`config.mk`:
```
export PLATFORM = sky130hd
export DESIGN_NAME = fsm_q2_onehot_seq
export DESIGN_NICKNAME = d
export VERILOG_FILES = /design/src/rtl/fsm_q2_onehot_seq.sv
export SDC_FILE = /design/constraint.sdc
export NUM_CORES = 1
export LEC_CHECK = 0
export ABC_AREA = 0
export CORE_MARGIN = 2
export CORE_UTILIZATION = 46
export CTS_CLUSTER_DIAMETER = 120
export DETAILED_ROUTE_END_ITERATION = 16
export PLACE_DENSITY = 0.83
export SLEW_MARGIN = 40
export SYNTH_ARGS = -nofsm -noshare
export SYNTH_HDL_FRONTEND = slang
export SYNTH_SLANG_ARGS = --single-unit
```
`constraint.sdc`:
```
create_clock -name clk -period 1.8 [get_ports clk]
set_input_delay 0.18 -clock clk [delete_from_list [all_inputs] [get_ports clk]]
set_output_delay 0.18 -clock clk [all_outputs]
set_load 0.01 [all_outputs]
```
`src/rtl/fsm_q2_onehot_seq.sv`:
```
// Registered one-hot A-F sequencer. Exposes next-state bits Y1/Y3, Moore output z,
// a saturating run length of z, and recovers to A from any non-one-hot state.
module fsm_q2_onehot_seq #(
    parameter int CNT_W = 8
) (
    input  logic             clk,
    input  logic             resetn,
    input  logic             en,
    input  logic             w,
    input  logic             load,
    input  logic [5:0]       load_val,
    input  logic             clr_err,
    output logic [5:0]       y,
    output logic             Y1,
    output logic             Y3,
    output logic             z,
    output logic             err,
    output logic [CNT_W-1:0] z_run
);
    // state | meaning
    // A     | idle / home, also the recovery target
    // B     | first w=1 seen from A
    // C     | second step of a w=1 run
    // D     | w=0 seen after leaving A
    // E     | sustained w=1 run, z asserted
    // F     | w=1 from D, z asserted
    localparam logic [5:0] ST_A = 6'b000001;
    localparam logic [5:0] ST_B = 6'b000010;
    localparam logic [5:0] ST_C = 6'b000100;
    localparam logic [5:0] ST_D = 6'b001000;
    localparam logic [5:0] ST_E = 6'b010000;
    localparam logic [5:0] ST_F = 6'b100000;

    localparam logic [CNT_W-1:0] CNT_MAX = '1;
    localparam logic [CNT_W-1:0] CNT_ONE = CNT_W'(1);

    logic [5:0]       y_next;
    logic [5:0]       y_m1;
    logic [5:0]       lv_m1;
    logic             y_illegal;
    logic             lv_legal;
    logic [CNT_W-1:0] z_run_inc;

    // Bitwise next vector, valid for any y so Y1/Y3 track it even when corrupted.
    always_comb begin
        y_next    = '0;
        y_next[0] = (|(y & (ST_A | ST_D))) & ~w;
        y_next[1] = (|(y & ST_A)) & w;
        y_next[2] = (|(y & (ST_B | ST_F))) & w;
        y_next[3] = (|(y & (ST_B | ST_C | ST_E | ST_F))) & ~w;
        y_next[4] = (|(y & (ST_C | ST_E))) & w;
        y_next[5] = (|(y & ST_D)) & w;
    end

    assign Y1 = y_next[1];
    assign Y3 = y_next[3];
    assign z  = |(y & (ST_E | ST_F));

    assign y_m1      = y - 6'd1;
    assign lv_m1     = load_val - 6'd1;
    assign y_illegal = (y == '0) || ((y & y_m1) != '0);
    assign lv_legal  = (load_val != '0) && ((load_val & lv_m1) == '0);
    assign z_run_inc = (z_run == CNT_MAX) ? z_run : z_run + CNT_ONE;

    always_ff @(posedge clk or negedge resetn) begin
        if (!resetn) begin
            y     <= ST_A;
            z_run <= '0;
        end else if (y_illegal) begin
            y     <= ST_A;
            z_run <= '0;
        end else if (load) begin
            y     <= load_val;
            z_run <= (lv_legal && (load_val[4] | load_val[5])) ? z_run_inc : '0;
        end else if (en) begin
            y     <= y_next;
            z_run <= (y_next[4] | y_next[5]) ? z_run_inc : '0;
        end
    end

    // Set has priority over clear so a coincident clr_err cannot hide a fresh fault.
    always_ff @(posedge clk or negedge resetn) begin
        if (!resetn) begin
            err <= 1'b0;
        end else if (y_illegal) begin
            err <= 1'b1;
        end else if (clr_err) begin
            err <= 1'b0;
        end
    end

endmodule

```
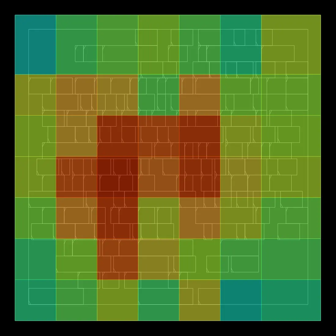
congestion.png
met2 usage: 42.52%
WL/cell: 16.02 um
GR Util met3: 4.094%
layer with the highest usage: met2

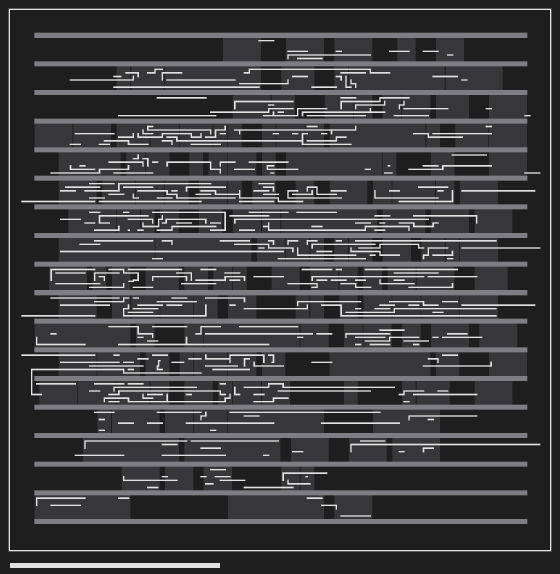
layer_met1.png
The bar under the picture is 20 um long. Supply wires on this layer in grey.
The wires run mostly horizontal. The layer carries 1220 um of wire. The longest straight run is 21.2 um.

layer usage:
metal | vias to the layer above | share of wire [%] | track usage [%] | wire length [um]
met2 | 49 | 52 | 42.52 | 1540
li1 | 522 | - | - | -
met3 | 7 | 5.3 | 4.094 | 157
met5 | - | 0 | 0 | 0
met4 | 0 | 2.0 | 10.53 | 61
met1 | 495 | 41 | 31.00 | 1219
sequential cells by signal (all words and copies together) (netlist names):
signal / count
err: 1
z_run: 8
y: 6
timing repair:
item	4_1_cts	5_1_grt
endpoints found under the setup margin	1	2
resized	1	1
setup buffers	0	0
synth_stat cells, drive strengths merged (2+ instances only):
master,number
buf,3
o2111ai,2
a211oi,5
a31oi,2
a21oi,12
nor3,3
dfrtp,14
inv,5
mux2i,2
or2,3
nand3,7
and3,2
nand4,2
nor2b,2
nand2b,3
clkbuf,2
xor2,3
nor2,8
nand2,11
a311oi,2
o31ai,2
o311ai,2
worst max-delay path, delay by kind of cell, from the launching register on:
| family | cells | cell delay (ns) |
|---|---|---|
| buffers and inverters | 1 | 0.53 |
| flip-flops | 1 | 0.57 |
| AND/OR/NAND/NOR | 1 | 0.15 |
how the worst min path moves through the flow:
stage / from / endpoint / slack (ns)
floorplan: resetn / err / -0.12
global placement: resetn / z_run[4] / 0.48
detailed placement: resetn / z_run[4] / 0.49
CTS: resetn / z_run[3] / 0.17
global route: resetn / z_run[3] / 0.18
finish: resetn / z_run[3] / 0.15
report_power, final:
part | switching (mW) | total (mW) | internal [mW]
combinational | 0.637 | 1.21 | 0.574
clock | 0.113 | 0.199 | 0.0863
sequential | 0.0753 | 0.494 | 0.419
cells by family after synthesis:
kind of cell	count (synthesis)
AND/OR/NAND/NOR	46
AND-OR/OR-AND	37
flip-flops	15
buffers and inverters	10
XOR/XNOR	4
multiplexers	2
adder cells (fa/ha/maj)	1
==> out/metrics.yaml <==
layout:
  lay_top_count: "clkdlybuf4s50_1"
  logic_area_um2: 608.1
  n_antenna_cell: 0
  signal_buffers: 44
  register_area_um2: 376.6
  layout.cells.most_common_list: "28 x clkdlybuf4s50_1, 15 x buf_4, 14 x dfrtp_1"
  fin_area_um2: 1466
  logic_gate_count: 90
  sh_seq_area_pct: 25.68
  nFillCells: 184
  clk_share_pct: 1.792
  bufAreaShareNonClock_pct: 27.39
  drive_gt1_share_pct: 18.35
placement:
  pre_cts_ws_ns: 0.08087
  placed_area_um2: 1439
  numPortBuffers: 29
drt:
  firstDrtPassIters: 4
  drt-vias-per-instance: 5.769
  drt-total-wl_mm: 2.979
timing:
  tightest_slew_ns: 0.3599
  rsz0062_at_grt: "no"
  worst_hold_slack_ns: 0.1544
  fin_crit_ns: 1.727
  setup_slack_ns: 0.07271
  slew_headroom_pct: 75.93
cts:
  clk_latency_ns: 0.29
  clockRootBuffer: "clkbuf_4"
  clk_pin_slew_ns: 0.09
  cts_sinks: 15
  numCtsBuffers: 3
  postCtsHoldBufs: 0
setup_path:
  rrSetupSlack_ns: 0.10
  r2r_start: "y[4]"
  ff2ff_path_depth: 5
  critical_path.slowest_cell: "dfstp_2"
floorplanning:
  fp.dieW_um: 51.37
  io_pins: 30
  chipArea_um2: 2639
  dieHeight_um: 51.37
yosys:
  syn-num-nets: 128
  synth.logic.top_family: "AND-OR/OR-AND gates"
  edf_count: 0
  adder_share_pct: 1.212
  ys_sh_aoi_pct: 28.48
  ys_area_um2: 1032
  ys_cells: 115
  top_cells_by_area: "dfrtp_1 34%, a21oi_1 5.8%, nand2_1 4.0%"
  syn_avg_cell_area_um2: 8.976
  ys_warn_count: 0
  netlist.area_leader.share_pct: 33.94
  synthArstFlopShare_pct: 100.0
  synth-main-ff-cell: "dfrtp_1"
  xor_share_pct: 3.394
  postSynthCellCount: 115
power:
  p_leak_nw: 0.6381
  power.density_nw_per_um2: 1298
  p_total_mw: 1.903
  vdd_drop_max_mv: 0.9192
grt:
  antenna_found_initial: 0
  grt_pass1_wl_mm: 4.802
  gr-total-overflow: 0
  gr-usage-all-layers_pct: 24.97
  grt_max_degree: 13
worst_hold_path:
  min_path_type: "in2async"
status:
  status: "complete, no violations"
flow_run:
  maxCapViolCount: 0
Power and IR drop assume default switching activity.
